Run 1, placement by cell class:
Bar = 20 um.
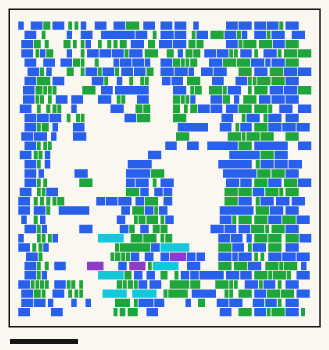
Run 1, cells by drive strength:
Bar = 20 um.
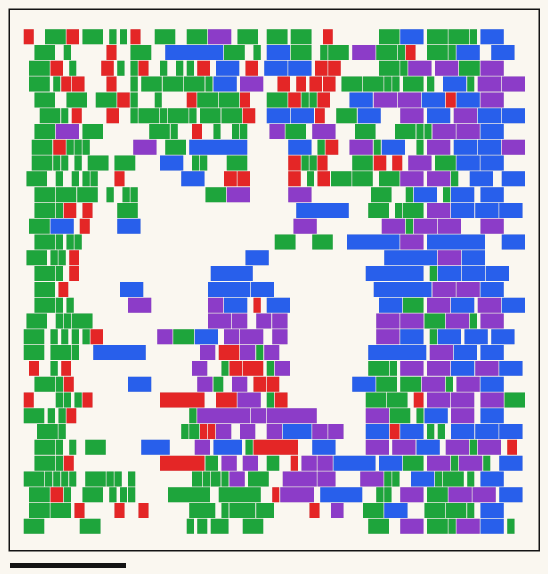
Run 1, logic cells by family:
Bar = 20 um.
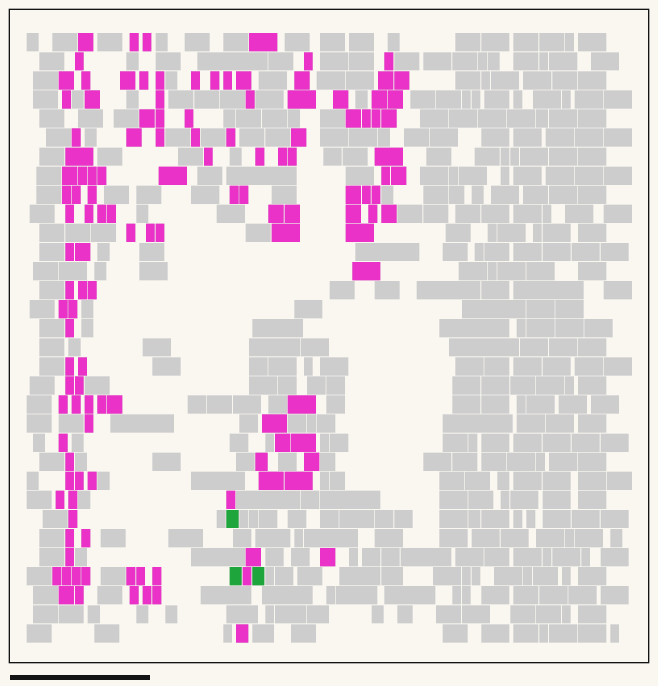
Run 1, sequential cells grouped by signal name:
Bar = 20 um.
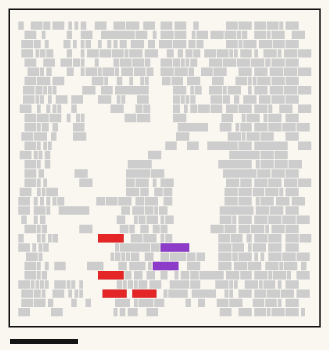
<file path="src/rtl/dmem_arbiter_pkg.sv">
// Shared types for the data-memory arbiter: response-owner state,
// default bus widths and the memory command record.
package dmem_arb_pkg;

   localparam int unsigned ADDR_W_DEF = 7;
   localparam int unsigned DATA_W_DEF = 32;

   // Which requester owns the read data returning this cycle.
   typedef enum logic [1:0] {
      OWN_NONE,
      OWN_CPU_RD,
      OWN_DMA_RD
   } owner_e;

   // One memory access: used for each requester's payload and the muxed command.
   typedef struct packed {
      logic                  we;
      logic [ADDR_W_DEF-1:0] addr;
      logic [DATA_W_DEF-1:0] wdata;
   } mem_req_t;

endpackage

</file>
<file path="src/rtl/dmem_arbiter_if.sv">
// Bus bundle for the data-memory arbiter: CPU and DMA req/gnt channels
// plus the single-port memory connection.
// slave  = arbiter side, master = requesters/memory side.
interface dmem_arbiter_if #(
   parameter int unsigned ADDR_W = 7,
   parameter int unsigned DATA_W = 32
);

   logic              cpu_req;
   logic              cpu_we;
   logic [ADDR_W-1:0] cpu_addr;
   logic [DATA_W-1:0] cpu_wdata;
   logic              cpu_gnt;
   logic              cpu_rvalid;
   logic [DATA_W-1:0] cpu_rdata;
   logic              cpu_stall;

   logic              dma_req;
   logic              dma_we;
   logic [ADDR_W-1:0] dma_addr;
   logic [DATA_W-1:0] dma_wdata;
   logic              dma_gnt;
   logic              dma_rvalid;
   logic [DATA_W-1:0] dma_rdata;

   logic [ADDR_W-1:0] mem_address;
   logic [DATA_W-1:0] mem_write_data;
   logic              mem_write;
   logic              mem_read;
   logic [DATA_W-1:0] mem_read_data;

   modport slave (
      input  cpu_req, cpu_we, cpu_addr, cpu_wdata,
      output cpu_gnt, cpu_rvalid, cpu_rdata, cpu_stall,
      input  dma_req, dma_we, dma_addr, dma_wdata,
      output dma_gnt, dma_rvalid, dma_rdata,
      output mem_address, mem_write_data, mem_write, mem_read,
      input  mem_read_data
   );

   modport master (
      output cpu_req, cpu_we, cpu_addr, cpu_wdata,
      input  cpu_gnt, cpu_rvalid, cpu_rdata, cpu_stall,
      output dma_req, dma_we, dma_addr, dma_wdata,
      input  dma_gnt, dma_rvalid, dma_rdata,
      input  mem_address, mem_write_data, mem_write, mem_read,
      output mem_read_data
   );

endinterface

</file>
<file path="src/rtl/dmem_arbiter.sv">
// Data-memory arbiter: shares the single-port data_mem between the CPU
// load/store path and the DMA/debug loader. CPU has priority, except that
// DMA takes one grant after DMA_MAX_WAIT consecutive denied cycles.
// Read data comes back one cycle after the grant, steered by an owner FSM.
module dmem_arbiter
   import dmem_arb_pkg::*;
#(
   parameter int unsigned ADDR_W       = ADDR_W_DEF,
   parameter int unsigned DATA_W       = DATA_W_DEF,
   parameter int unsigned DMA_MAX_WAIT = 4
) (
   input  logic          clock,
   input  logic          reset,
   dmem_arbiter_if.slave bus
);

   localparam logic [3:0] MAX_WAIT = 4'(DMA_MAX_WAIT);

   mem_req_t          cpu_cmd;
   mem_req_t          dma_cmd;
   mem_req_t          win_cmd;
   logic              cpu_gnt;
   logic              dma_gnt;
   logic              any_gnt;
   logic              dma_prio;
   logic [3:0]        wait_cnt;
   owner_e            owner_q;
   owner_e            owner_d;
   logic              cpu_rvalid;
   logic              dma_rvalid;
   logic [ADDR_W-1:0] win_addr;
   logic [DATA_W-1:0] rd_data;

   assign cpu_cmd  = '{we: bus.cpu_we, addr: bus.cpu_addr, wdata: bus.cpu_wdata};
   assign dma_cmd  = '{we: bus.dma_we, addr: bus.dma_addr, wdata: bus.dma_wdata};
   assign dma_prio = (wait_cnt == MAX_WAIT);

   // Pick at most one winner; nothing is granted while reset is held.
   always_comb begin
      cpu_gnt = 1'b0;
      dma_gnt = 1'b0;
      if (!reset) begin
         if (bus.dma_req && (dma_prio || !bus.cpu_req)) begin
            dma_gnt = 1'b1;
         end else if (bus.cpu_req) begin
            cpu_gnt = 1'b1;
         end
      end
   end

   // Steer the winner's payload onto the memory; idle bus is all zeros.
   always_comb begin
      win_cmd = '0;
      if (cpu_gnt) begin
         win_cmd = cpu_cmd;
      end else if (dma_gnt) begin
         win_cmd = dma_cmd;
      end
   end

   assign any_gnt            = cpu_gnt | dma_gnt;
   assign win_addr           = win_cmd.addr;
   assign bus.mem_address    = win_addr;
   assign bus.mem_write_data = win_cmd.wdata;
   assign bus.mem_write      = any_gnt & win_cmd.we;
   assign bus.mem_read       = any_gnt & ~win_cmd.we;

   // Count consecutive denied DMA cycles, saturating at the priority threshold.
   always_ff @(posedge clock) begin
      if (reset) begin
         wait_cnt <= '0;
      end else if (!bus.dma_req || dma_gnt) begin
         wait_cnt <= '0;
      end else if (wait_cnt != MAX_WAIT) begin
         wait_cnt <= wait_cnt + 4'd1;
      end
   end

   // Remember who gets the read data returning next cycle; writes own nothing.
   always_comb begin
      owner_d = OWN_NONE;
      if (cpu_gnt && !bus.cpu_we) begin
         owner_d = OWN_CPU_RD;
      end else if (dma_gnt && !bus.dma_we) begin
         owner_d = OWN_DMA_RD;
      end
   end

   // Owner state register.
   always_ff @(posedge clock) begin
      if (reset) begin
         owner_q <= OWN_NONE;
      end else begin
         owner_q <= owner_d;
      end
   end

   // A response in flight when reset rises is dropped immediately, not one cycle later.
   assign cpu_rvalid     = (owner_q == OWN_CPU_RD) && !reset;
   assign dma_rvalid     = (owner_q == OWN_DMA_RD) && !reset;
   assign rd_data        = bus.mem_read_data;

   assign bus.cpu_gnt    = cpu_gnt;
   assign bus.dma_gnt    = dma_gnt;
   assign bus.cpu_rvalid = cpu_rvalid;
   assign bus.dma_rvalid = dma_rvalid;
   assign bus.cpu_rdata  = cpu_rvalid ? rd_data : '0;
   assign bus.dma_rdata  = dma_rvalid ? rd_data : '0;
   assign bus.cpu_stall  = bus.cpu_req & ~cpu_gnt;

   // A waiting requester must hold its payload until granted.
   a_cpu_hold : assert property (@(posedge clock) disable iff (reset)
      (bus.cpu_req && !cpu_gnt) |=> $stable(cpu_cmd));
   a_dma_hold : assert property (@(posedge clock) disable iff (reset)
      (bus.dma_req && !dma_gnt) |=> $stable(dma_cmd));

endmodule

</file>
<file path="src/flat_wrapper.sv">
// flat-port wrapper written by rule: the top's interface ports become plain ports
module dmem_arbiter_flat import dmem_arb_pkg::*;
#(
   parameter int unsigned ADDR_W       = ADDR_W_DEF,
   parameter int unsigned DATA_W       = DATA_W_DEF,
   parameter int unsigned DMA_MAX_WAIT = 4
)
  (clock, reset, bus_cpu_req, bus_cpu_we, bus_cpu_addr, bus_cpu_wdata, bus_cpu_gnt, bus_cpu_rvalid, bus_cpu_rdata, bus_cpu_stall, bus_dma_req, bus_dma_we, bus_dma_addr, bus_dma_wdata, bus_dma_gnt, bus_dma_rvalid, bus_dma_rdata, bus_mem_address, bus_mem_write_data, bus_mem_write, bus_mem_read, bus_mem_read_data);
  dmem_arbiter_if #(.ADDR_W(ADDR_W), .DATA_W(DATA_W)) bus_i ();
  input  logic clock;
  input  logic reset;
  input wire logic [$bits(bus_i.cpu_req)-1:0] bus_cpu_req;
  input wire logic [$bits(bus_i.cpu_we)-1:0] bus_cpu_we;
  input wire logic [$bits(bus_i.cpu_addr)-1:0] bus_cpu_addr;
  input wire logic [$bits(bus_i.cpu_wdata)-1:0] bus_cpu_wdata;
  output wire logic [$bits(bus_i.cpu_gnt)-1:0] bus_cpu_gnt;
  output wire logic [$bits(bus_i.cpu_rvalid)-1:0] bus_cpu_rvalid;
  output wire logic [$bits(bus_i.cpu_rdata)-1:0] bus_cpu_rdata;
  output wire logic [$bits(bus_i.cpu_stall)-1:0] bus_cpu_stall;
  input wire logic [$bits(bus_i.dma_req)-1:0] bus_dma_req;
  input wire logic [$bits(bus_i.dma_we)-1:0] bus_dma_we;
  input wire logic [$bits(bus_i.dma_addr)-1:0] bus_dma_addr;
  input wire logic [$bits(bus_i.dma_wdata)-1:0] bus_dma_wdata;
  output wire logic [$bits(bus_i.dma_gnt)-1:0] bus_dma_gnt;
  output wire logic [$bits(bus_i.dma_rvalid)-1:0] bus_dma_rvalid;
  output wire logic [$bits(bus_i.dma_rdata)-1:0] bus_dma_rdata;
  output wire logic [$bits(bus_i.mem_address)-1:0] bus_mem_address;
  output wire logic [$bits(bus_i.mem_write_data)-1:0] bus_mem_write_data;
  output wire logic [$bits(bus_i.mem_write)-1:0] bus_mem_write;
  output wire logic [$bits(bus_i.mem_read)-1:0] bus_mem_read;
  input wire logic [$bits(bus_i.mem_read_data)-1:0] bus_mem_read_data;
  assign bus_i.cpu_req = bus_cpu_req;
  assign bus_i.cpu_we = bus_cpu_we;
  assign bus_i.cpu_addr = bus_cpu_addr;
  assign bus_i.cpu_wdata = bus_cpu_wdata;
  assign bus_cpu_gnt = bus_i.cpu_gnt;
  assign bus_cpu_rvalid = bus_i.cpu_rvalid;
  assign bus_cpu_rdata = bus_i.cpu_rdata;
  assign bus_cpu_stall = bus_i.cpu_stall;
  assign bus_i.dma_req = bus_dma_req;
  assign bus_i.dma_we = bus_dma_we;
  assign bus_i.dma_addr = bus_dma_addr;
  assign bus_i.dma_wdata = bus_dma_wdata;
  assign bus_dma_gnt = bus_i.dma_gnt;
  assign bus_dma_rvalid = bus_i.dma_rvalid;
  assign bus_dma_rdata = bus_i.dma_rdata;
  assign bus_mem_address = bus_i.mem_address;
  assign bus_mem_write_data = bus_i.mem_write_data;
  assign bus_mem_write = bus_i.mem_write;
  assign bus_mem_read = bus_i.mem_read;
  assign bus_i.mem_read_data = bus_mem_read_data;
  dmem_arbiter #(.ADDR_W(ADDR_W), .DATA_W(DATA_W), .DMA_MAX_WAIT(DMA_MAX_WAIT)) u_core (.clock(clock), .reset(reset), .bus(bus_i));
endmodule
</file>
<file path="config.mk">
export PLATFORM = sky130hd
export DESIGN_NAME = dmem_arbiter_flat
export DESIGN_NICKNAME = d
export VERILOG_FILES = /design/src/rtl/dmem_arbiter_pkg.sv /design/src/rtl/dmem_arbiter_if.sv /design/src/rtl/dmem_arbiter.sv /design/src/flat_wrapper.sv
export SDC_FILE = /design/constraint.sdc
export NUM_CORES = 1
export LEC_CHECK = 0
export ABC_AREA = 1
export CAP_MARGIN = 10
export CORE_AREA = 2 2 89 91
export CTS_CLUSTER_SIZE = 40
export DETAILED_ROUTE_END_ITERATION = 10
export DIE_AREA = 0 0 91 93
export MAX_ROUTING_LAYER = met4
export PLACE_DENSITY = 0.68
export SLEW_MARGIN = 10
export SYNTH_ARGS = -nofsm -noshare
export SYNTH_HDL_FRONTEND = slang
export SYNTH_SLANG_ARGS = --single-unit
</file>
<file path="constraint.sdc">
create_clock -name clock -period 1.4 [get_ports clock]
set_input_delay 0.14 -clock clock [delete_from_list [all_inputs] [get_ports clock]]
set_output_delay 0.14 -clock clock [all_outputs]
set_load 0.01 [all_outputs]
</file>
==> out/qor.txt, run 1 <==
Top cell category -> non-clock buffers
Seq power -> 178 uW
Drt wl/cell -> 14.7 um
# setup viols final -> 108
Vias -> 2,724
Syn Std Cell Area -> 0.00129 sq mm
First-pass GRT wire length -> 12.5 mm
Total grt overflow -> 0
Post-DP HPWL -> 6.22 mm
Headroom to the max-slew limit -> 79.4%
Compound Share, Synth -> 1.16%
M2 GR Usage -> 36.8%
Combinational power share -> 69.5%
DR WL met2 -> 5.20 mm
Status -> complete, but fails checks
Final Skew -> 0.00381 ns
Multi-input gates -> 212
Failing checks -> setup timing
Post-layout util -> 63.1%
Largest register FFs -> 4
Most instantiated library cell after synthesis -> nand2_1
Library cells used by synthesis -> 19
Adder Share, Synth -> 1.93%
Crit-path max FO -> 8
Maxcap violations -> 0
Int Power -> 929 uW
Non-CTS inverters -> 43
Slowest cell on crit path -> dfxtp_2
Logic area -> 0.00149 sq mm
Data required time of the worst path -> 1.26 ns
Port Buffers -> 225
Clock-cell share -> 0.870%
Achievable Freq -> 587 MHz
Top comb family, area -> simple AND/OR/NAND/NOR gates
Tmin final -> 1.70 ns
Post-route setup slack -> -0.303 ns
DR WL met3 -> 728 um
Cts hold-fix bufs -> 0
Data buffer area share -> 58.7%
Post-CTS Setup Bufs -> 17
GRT busiest layer -> met2
Worst setup path startpoint -> u_core.wait_cnt[0]
Die height -> 93 um
Back to the opening pictures, 'placement by cell class':
clock-net drivers: in purple, cells 3. remaining logic cells: in green, cells 255. sequential cells: in cyan, cells 6. remaining buffers and delay cells: in blue, cells 273.
Site Rows: 32
Core Footprint: 0.00753 sq mm
sequential cell area share: 2.69%

Back to the opening pictures, 'cells by drive strength':
x6 and larger: in blue, cells 98, most used buf_6. x3 and x4: in purple, cells 103, most used nor2_4. x2: in red, cells 79, most used buf_2. x1 and smaller: in green, cells 257, most used clkdlybuf4s50_1.
Final Cell Area: 0.00475 sq mm
non-clock buffer count in the final layout: 273
post-route setup slack: -0.303 ns
area growth from synthesis to layout: 267%

Back to the opening pictures, 'logic cells by family':
aoi and oai cells: in green, cells 3. nand cells: in magenta, cells 130.
Comb/total area: 31.4%
dominant logic cell type in the layout: clkdlybuf4s50_1
Final Non-Filler Cells: 639

Back to the opening pictures, 'sequential cells grouped by signal name':
u_core.wait_cnt: in red, sequential cells 4. u_core.owner_q: in purple, sequential cells 2.

--- run 2 (diff from run 1) ---
Settings changed: ABC_AREA 1 to not set, CAP_MARGIN 10 to not set, CORE_AREA 2 2 89 91 to 2 2 88 90, DIE_AREA 0 0 91 93 to 0 0 90 92, PLACE_DENSITY 0.68 to 0.69.
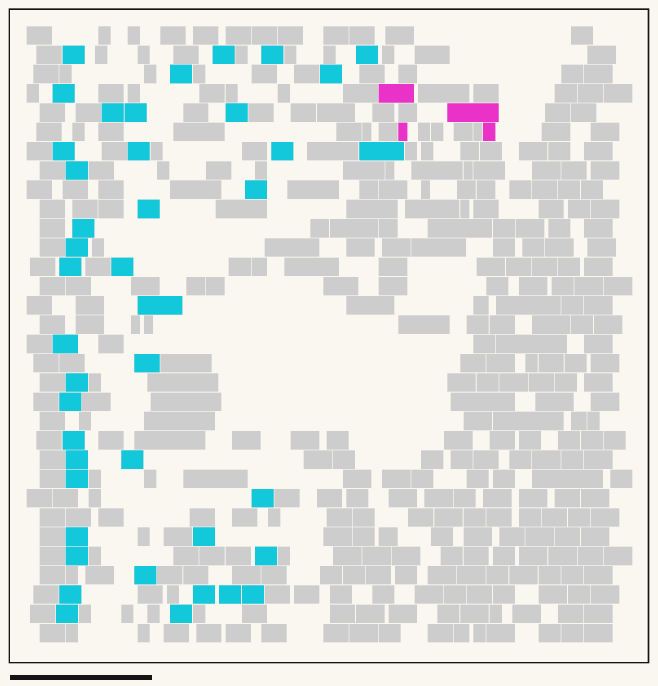
Run 2: logic cells by family
Bar = 20 um.
nand cells: in magenta, cells 4. non-inverting ao/oa cells: in cyan, cells 42.
Comb/total area: 26.5%
Final Non-Filler Cells: 514

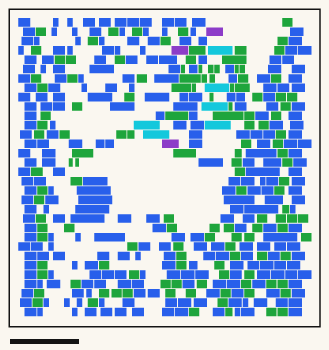
Run 2: placement by cell class
Bar = 20 um.
sequential cells: in cyan, cells 6. remaining logic cells: in green, cells 132. remaining buffers and delay cells: in blue, cells 271. clock-net drivers: in purple, cells 3.
post-layout util: 57.8%
sequential cell area share: 2.91%
Final Cell Area: 0.00430 sq mm
Core Footprint: 0.00745 sq mm

==> out/qor.txt, run 2 <==
Status -> complete, but fails checks
Clk buf depth -> 2
DP Cell Count -> 481
IO Pins -> 226
Share of layout cells above drive strength 1 -> 58.0%
Seq power -> 179 uW
Data required time of the worst path -> 1.26 ns
Met3 Use GR -> 2.71%
Power Combinational -> 884 uW
Largest register FFs -> 4
DRT iter0 DRCs -> 36
Top comb family, area -> simple AND/OR/NAND/NOR gates
GRT busiest layer -> met2
Synth cell count leaders -> and2_1 (65), a22o_1 (38), buf_6 (8)
RR Endpoint -> u_core.owner_q[0]
Logic area -> 0.00114 sq mm
Seq/Total Area, Yosys -> 9.90%
Failing checks -> setup timing
Post-DP HPWL -> 5.25 mm
Final Skew -> 0.000762 ns
DR WL met3 -> 537 um
Data buffer area share -> 66.0%
Least-Margin Pin Slew -> 0.214 ns
Area growth from synthesis to layout -> 254%
Post-route setup slack -> -0.476 ns
Crit-path max FO -> 6
Headroom to the max-slew limit -> 85.7%
Syn Std Cell Area -> 0.00121 sq mm
Top reg by flops -> u_core.wait_cnt
Tmin final -> 1.88 ns
Total grt overflow -> 0
Non-clock buffer count in the final layout -> 271
Final Hold Fails -> 0
Achievable Freq -> 533 MHz
First-pass GRT wire length -> 10.7 mm
Reg power frac -> 13.5%
DR WL met2 -> 4.43 mm
CTS buffer count -> 3
Most instantiated library cell after synthesis -> and2_1
Drt wl/cell -> 15.5 um
Hold Path Stages -> 4
Clock-cell share -> 0.960%
Yosys Warn Count -> 0
Int Power -> 960 uW
M2 GR Usage -> 32.6%
Library cells used by synthesis -> 22
Root buf cell -> clkbuf_8
Non-CTS inverters -> 7
Cts hold-fix bufs -> 0
Top cell category -> non-clock buffers
Vias -> 2,272
Worst setup path startpoint -> u_core.wait_cnt[0]
Adder Share, Synth -> 2.06%
Port Buffers -> 225
CP delay by family, top -> AND-OR/OR-AND gates
Compound Share, Synth -> 31.4%
Largest registers -> u_core.wait_cnt: 4 flops, u_core.owner_q: 2 flops
Die ar. -> 0.00828 sq mm
Slowest cell on crit path -> dfxtp_2
Maxcap violations -> 0
Post-CTS Setup Bufs -> 14
Multi-input gates -> 125
Dominant logic cell type in the layout -> clkdlybuf4s50_1
Top FF cell, synth -> dfxtp_1
Largest net degree at the start of global routing -> 34
Die height -> 92 um
Floorplan Nets -> 271
Site Rows -> 32
Fillers -> 650
Combinational power share -> 66.7%
# setup viols final -> 110
Power and IR drop assume default switching activity.
